**config.mk**
```make
export PLATFORM = sky130hd
export DESIGN_NAME = mmio_uart_tx
export DESIGN_NICKNAME = d
export VERILOG_FILES = /design/src/rtl/mmio_uart_tx.sv
export SDC_FILE = /design/constraint.sdc
export NUM_CORES = 1
export LEC_CHECK = 0
export CORE_UTILIZATION = 45
export CTS_BUF_LIST = sky130_fd_sc_hd__clkbuf_2
export CTS_CLUSTER_DIAMETER = 200
export DETAILED_ROUTE_END_ITERATION = 10
export PLACE_DENSITY = 0.68
export SETUP_SLACK_MARGIN = 0.3
export SYNTH_ARGS = -nofsm -noshare
export SYNTH_HDL_FRONTEND = slang
export SYNTH_SLANG_ARGS = --single-unit
```
**constraint.sdc**
```tcl
create_clock -name clk -period 4.1 [get_ports clk]
set_input_delay 0.82 -clock clk [delete_from_list [all_inputs] [get_ports clk]]
set_output_delay 0.82 -clock clk [all_outputs]
set_load 0.005 [all_outputs]
```
**src/rtl/mmio_uart_tx.sv**
```systemverilog
// Memory-mapped 8N1 UART transmitter for a single-cycle core: FIFO-buffered
// stores to TXDATA are serialized LSB first on tx; loads return status combinationally.
module mmio_uart_tx #(
  parameter logic [31:0] BASE_ADDR  = 32'hFFFF_0000,
  parameter int          FIFO_DEPTH = 8,
  parameter logic [15:0] BAUD_RESET = 16'd16
) (
  input  logic        clk,
  input  logic        reset,
  input  logic [31:0] addr,
  input  logic        mem_write,
  input  logic [31:0] write_data,
  output logic [31:0] read_data,
  output logic        hit,
  output logic        tx,
  output logic        tx_idle
);

  localparam int PTR_W = $clog2(FIFO_DEPTH);
  localparam int CNT_W = PTR_W + 1;
  localparam logic [CNT_W-1:0] DEPTH_C = CNT_W'(FIFO_DEPTH);

  typedef enum logic [1:0] {S_IDLE, S_START, S_DATA, S_STOP} state_t;

  // A zero divisor would stall the baud counter, so it is promoted to 1.
  function automatic logic [15:0] clamp_div(input logic [15:0] v);
    return (v == 16'd0) ? 16'd1 : v;
  endfunction

  state_t           state;
  logic [7:0]       mem [FIFO_DEPTH];
  logic [PTR_W-1:0] wr_ptr;
  logic [PTR_W-1:0] rd_ptr;
  logic [CNT_W-1:0] count;
  logic [CNT_W-1:0] count_n;
  logic             overflow;
  logic [15:0]      bauddiv;
  logic [15:0]      frame_div;
  logic [15:0]      baud_cnt;
  logic [2:0]       bit_idx;
  logic [7:0]       shift;

  logic [1:0]       offset;
  logic             bus_wr;
  logic             push_req;
  logic             push_ok;
  logic             pop;
  logic             full;
  logic             empty;
  logic             bit_end;
  logic             go_idle;
  logic             busy;
  logic [7:0]       count_ext;
  logic             unused_bits;

  assign hit       = (addr[31:4] == BASE_ADDR[31:4]);
  assign offset    = addr[3:2];
  assign bus_wr    = mem_write && hit;
  assign push_req  = bus_wr && (offset == 2'd0);
  assign full      = (count == DEPTH_C);
  assign empty     = (count == '0);
  assign busy      = (state != S_IDLE);
  assign bit_end   = (baud_cnt == frame_div - 16'd1);
  assign count_ext = 8'(count);

  // The FSM takes the head byte whenever it is ready for a new frame.
  assign pop     = !empty && ((state == S_IDLE) || ((state == S_STOP) && bit_end));
  assign go_idle = empty && ((state == S_IDLE) || ((state == S_STOP) && bit_end));
  assign push_ok = push_req && (!full || pop);

  assign unused_bits = ^{addr[1:0], write_data[31:16]};

  always_comb begin
    count_n = count;
    if (push_ok && !pop) begin
      count_n = count + CNT_W'(1);
    end else if (!push_ok && pop) begin
      count_n = count - CNT_W'(1);
    end
  end

  always_ff @(posedge clk) begin
    if (push_ok) begin
      mem[wr_ptr] <= write_data[7:0];
    end
  end

  always_ff @(posedge clk or posedge reset) begin
    if (reset) begin
      wr_ptr   <= '0;
      rd_ptr   <= '0;
      count    <= '0;
      overflow <= 1'b0;
      bauddiv  <= clamp_div(BAUD_RESET);
      tx_idle  <= 1'b1;
    end else begin
      if (push_ok) begin
        wr_ptr <= wr_ptr + PTR_W'(1);
      end
      if (pop) begin
        rd_ptr <= rd_ptr + PTR_W'(1);
      end
      count <= count_n;
      // A dropped byte outranks a simultaneous clear so the loss is never hidden.
      if (push_req && full && !pop) begin
        overflow <= 1'b1;
      end else if (bus_wr && (offset == 2'd1) && write_data[3]) begin
        overflow <= 1'b0;
      end
      if (bus_wr && (offset == 2'd2)) begin
        bauddiv <= clamp_div(write_data[15:0]);
      end
      tx_idle <= go_idle && (count_n == '0);
    end
  end

  always_ff @(posedge clk or posedge reset) begin
    if (reset) begin
      state     <= S_IDLE;
      tx        <= 1'b1;
      shift     <= 8'd0;
      bit_idx   <= 3'd0;
      baud_cnt  <= 16'd0;
      frame_div <= clamp_div(BAUD_RESET);
    end else begin
      case (state)
        S_IDLE: begin
          tx       <= 1'b1;
          baud_cnt <= 16'd0;
          if (!empty) begin
            shift     <= mem[rd_ptr];
            frame_div <= bauddiv;
            state     <= S_START;
            tx        <= 1'b0;
          end
        end
        S_START: begin
          if (bit_end) begin
            baud_cnt <= 16'd0;
            bit_idx  <= 3'd0;
            state    <= S_DATA;
            tx       <= shift[0];
          end else begin
            baud_cnt <= baud_cnt + 16'd1;
          end
        end
        S_DATA: begin
          if (bit_end) begin
            baud_cnt <= 16'd0;
            if (bit_idx == 3'd7) begin
              state <= S_STOP;
              tx    <= 1'b1;
            end else begin
              bit_idx <= bit_idx + 3'd1;
              shift   <= shift >> 1;
              tx      <= shift[1];
            end
          end else begin
            baud_cnt <= baud_cnt + 16'd1;
          end
        end
        S_STOP: begin
          if (bit_end) begin
            baud_cnt <= 16'd0;
            // Chain straight into the next start bit when more data is queued.
            if (!empty) begin
              shift     <= mem[rd_ptr];
              frame_div <= bauddiv;
              state     <= S_START;
              tx        <= 1'b0;
            end else begin
              state <= S_IDLE;
              tx    <= 1'b1;
            end
          end else begin
            baud_cnt <= baud_cnt + 16'd1;
          end
        end
        default: begin
          state <= S_IDLE;
          tx    <= 1'b1;
        end
      endcase
    end
  end

  always_comb begin
    read_data = 32'd0;
    if (hit) begin
      case (offset)
        2'd1:    read_data = {16'd0, count_ext, 4'd0, overflow, busy, empty, full};
        2'd2:    read_data = {16'd0, bauddiv};
        default: read_data = 32'd0;
      endcase
    end
  end

endmodule

```
==> images/pinout.png <==
Pins as bars across the die edge, other pins in grey.
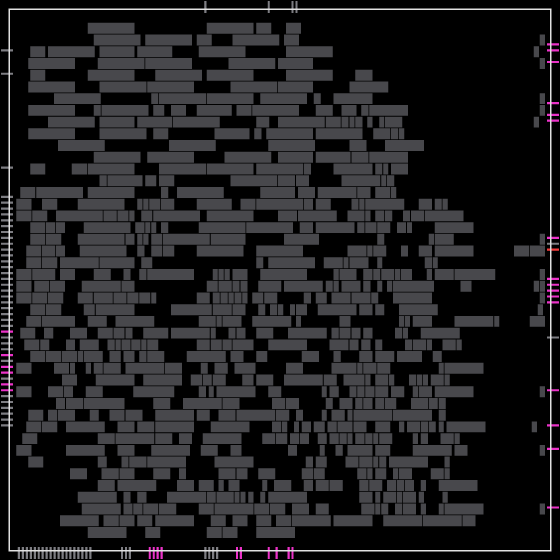
legend:
  magenta:
    port: `read_data`
    pins: 32
    direction: output
    edge: 16 east, 10 south, 6 west
  red:
    port: `tx`
    pins: 1
    direction: output
    edge: east
all pins by edge: 43 west, 36 south, 19 east, 4 north
Die W: 125 um
die height: 125 um
count of input and output buffers: 67

==> images/clock_nets.png <==
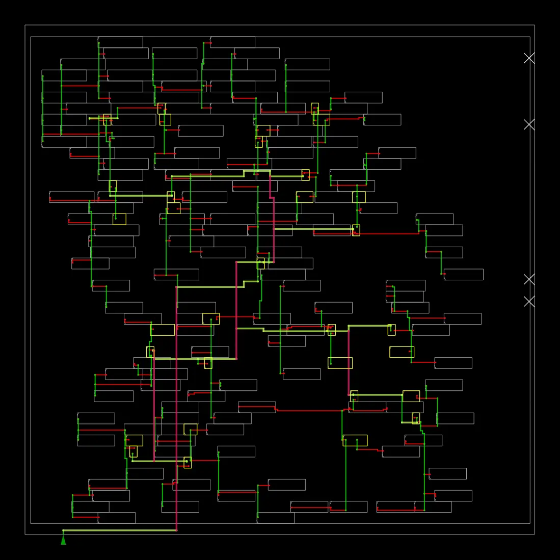
total CTS buffers: 17
insertion delay at the late pin of the worst-skew pair: 0.75 ns
skew final: 0.0342 ns

==> images/gates.png <==
Scale bar: 50 um.
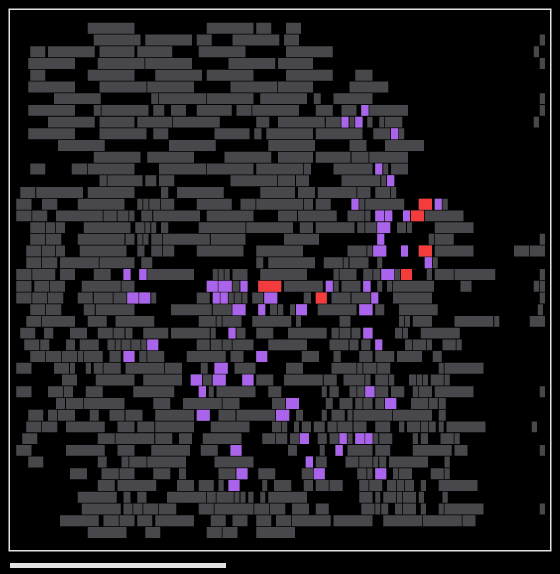
legend:
  purple:
    family: aoi and oai cells
    cells: 61
    most_used: o21ai_0
  red:
    family: non-inverting ao/oa cells
    cells: 6
    most_used: a22o_1
    where: east

==> images/ff_map.png <==
Scale bar: 50 um. Other sequential cells in the stronger grey, the rest of the logic in the fainter grey.
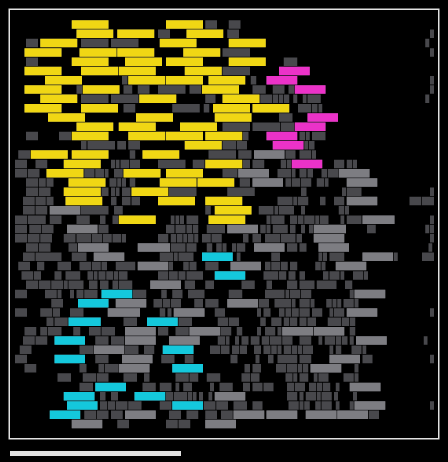
legend:
  yellow:
    signal: `mem`
    sequential_cells: 64
  cyan:
    signal: `bauddiv`
    sequential_cells: 16
    where: south-west
  magenta:
    signal: `shift`
    sequential_cells: 8
not coloured: 50

==> images/layers.png <==
Only two layers are drawn.
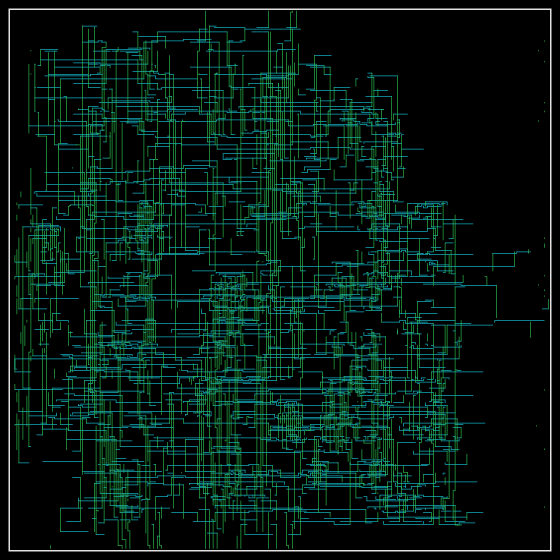
legend:
  cyan:
    layer: M1
    wire_length: 6440 um
  green:
    layer: M2
    wire_length: 7040 um

==> run_results.csv <==
group,metric,value,unit
power_and_ir_drop,p_per_area,340,nW/um2
synthesis,synth_area_per_cell,12.5,um2
clock_tree,cts_sinks,138,
drt,wl_met3,730,um
synthesis,xor_area_share,4.99,%
sta,finalCriticalPeriod,3.68,ns
synthesis,yosysTopAreaCell,"edfxtp_1",
power_and_ir_drop,leakage,0.00323,uW
synthesis,synthTopCellsByCount,"70 x dfrtp_1, 64 x edfxtp_1, 49 x nor2_1",
final_layout,nets,713,
global_routing,grt_first_pass_wirelength,23600,um
synthesis,simple_gate_share,12.6,%
sta,tightest_slew,1.06,ns
power_and_ir_drop,finalPower,2720,uW
drt,ant_nets,0,
drt,met1_length,6440,um
drt,vias,4592,
sta,slew_headroom,29.1,%
drt,drc_errors,8,
synthesis,async_flop_share,53.6,%
drt,met2_length,7040,um
setup_path,timing.rr.end,"mem[0][1]",
power_and_ir_drop,irDropWorstVdd,0.000239,V
global_routing,overflow,0,
floorplan,core,14700,um2
place,place_hpwl,10400,um
synthesis,ys_seq_share,55.2,%
sta,hold_viol,0,
global_routing,grt.met3_usage,4.54,%
drt,wire_per_inst,17.5,um
floorplan,fp_util,46.5,%
setup_path,required,3.28,ns
setup_path,worst-path-max-fanout,10,
sta,rsz0062_at_grt,"true",
clock_tree,cts-root-buf,"clkbuf_2",
place,place.gp.congestion,0.798,
sta,drv_slew,0,
drt,drtIter0Drc,357,
setup_path,end_kind,"output port",
synthesis,top_area_share,28.1,%
clock_tree,cts_tree,"done",
clock_tree,cts_buffer_depth,2,
final_layout,final_layout_top_logic_cell,"dfrtp_1",
final_layout,layout-drive-gt1-share,19.8,%
setup_path,start_kind,"input port",
setup_path,arrival,2.86,ns
flow_run,drv_cap,0,
global_routing,met1_usage,25.0,%
floorplan,io_pins,102,
flow_run,warnings,54,
clock_tree,cts_setup_buffers,0,
synthesis,top_cell,"dfrtp_1",
drt,finalWirelength,14500,um
setup_path,r2r-start,"frame_div[0]",
global_routing,first_global_vias,4607,
synthesis,topCellsByArea,"edfxtp_1 28%, dfrtp_1 26%, mux2_2 6.7%",
clock_tree,cts_resized,4,
global_routing,grtUsageMet2,32.3,%
status,status,"complete, but fails checks",
final_layout,finalNonFillerCells,827,
status,violations,"design-rule violations",
synthesis,adder_share,3.11,%
final_layout,lay_top_cells,"69 x dfrtp_1, 67 x clkdlybuf4s50_1, 64 x edfxtp_1, 49 x nor2_1, 41 x mux2_2",
setup_path,regToRegSetupSlack,0.52,ns
drt,routed.top_layer,"met4",
drt,drtPass1Iterations,7,
global_routing,grt_busiest_layer,"met2",
worst_hold_path,hold_class,"in2async",
drt,viasPerCell,5.55,
synthesis,ys_sh_mux,13.6,%
global_routing,grt.total_usage,19.7,%
setup_path,reg2reg_depth,12,
clock_tree,clkTransAtPathRegs,0.25,ns
synthesis,syn_area,6840,um2
place,placedCellCount,792,
sta,hold_slack,0.335,ns
sta,setup_viol,0,
clock_tree,h-tree-depth,4,
synthesis,synthCells,547,
sta,post-route-period-util,89.8,%
clock_tree,hold_buffers,0,
global_routing,antenna_found_initial,1,
## worst max path at each step
stage / start / endpoint / slack (ns)
after CTS: count[0] / read_data[1] / 0.27
after detailed placement: addr[11] / read_data[0] / 0.16
final: addr[11] / read_data[14] / 0.42
after global routing: addr[11] / read_data[3] / 0.26
after global placement: addr[11] / read_data[11] / 0.25
after floorplan: frame_div[0] / mem[0][0] / 0.49
## layout make-up
cell class	instances	area, um2
well taps	184	230
diodes	1	2.50
multi-input cells	374	2900
inverters	15	56.3
clock inverters	15	173
fillers	1202	6680
flip-flops and latches	138	3780
repair buffers	83	795
clock buffers	17	85.1
## critical path: stages
cell and delay (ns):
clkdlybuf4s50_1 0.45, nor4b_2 0.30, nand4_1 0.20, nor4_4 0.22, buf_6 0.18, and3_1 0.17
clkdlybuf4s50_1 0.53
## stage by stage
step | area, um2 | setup slack, ns
3_3_place_gp | 7700 | 0.250
3_5_place_dp | 7700 | 0.160
4_1_cts | 7980 | 0.265
6_report | 8020 | 0.419
2_1_floorplan | 6900 | 0.493
5_1_grt | 8020 | 0.260
## sequential cells by signal, indices dropped and copies added (netlist names)
signal     count
wr_ptr         3
shift          8
tx             1
frame_div     16
bauddiv       16
baud_cnt      16
bit_idx        3
overflow       1
mem           64
count          4
tx_idle        1
rd_ptr         3
state          2
## cell families after synthesis
family	Yosys count
AND-OR/OR-AND	67
XOR/XNOR	39
adder cells (fa/ha/maj)	17
buffers and inverters	50
flip-flops	138
multiplexers	68
other	1
AND/OR/NAND/NOR	167
## report_power, final
| part | switching, uW | leakage [uW] | internal, uW |
|---|---|---|---|
| combinational | 114 | 0.00154 | 197 |
| sequential | 93.8 | 0.00154 | 1500 |
| clock | 608 | 0.000151 | 209 |
Power and IR drop assume default switching activity.
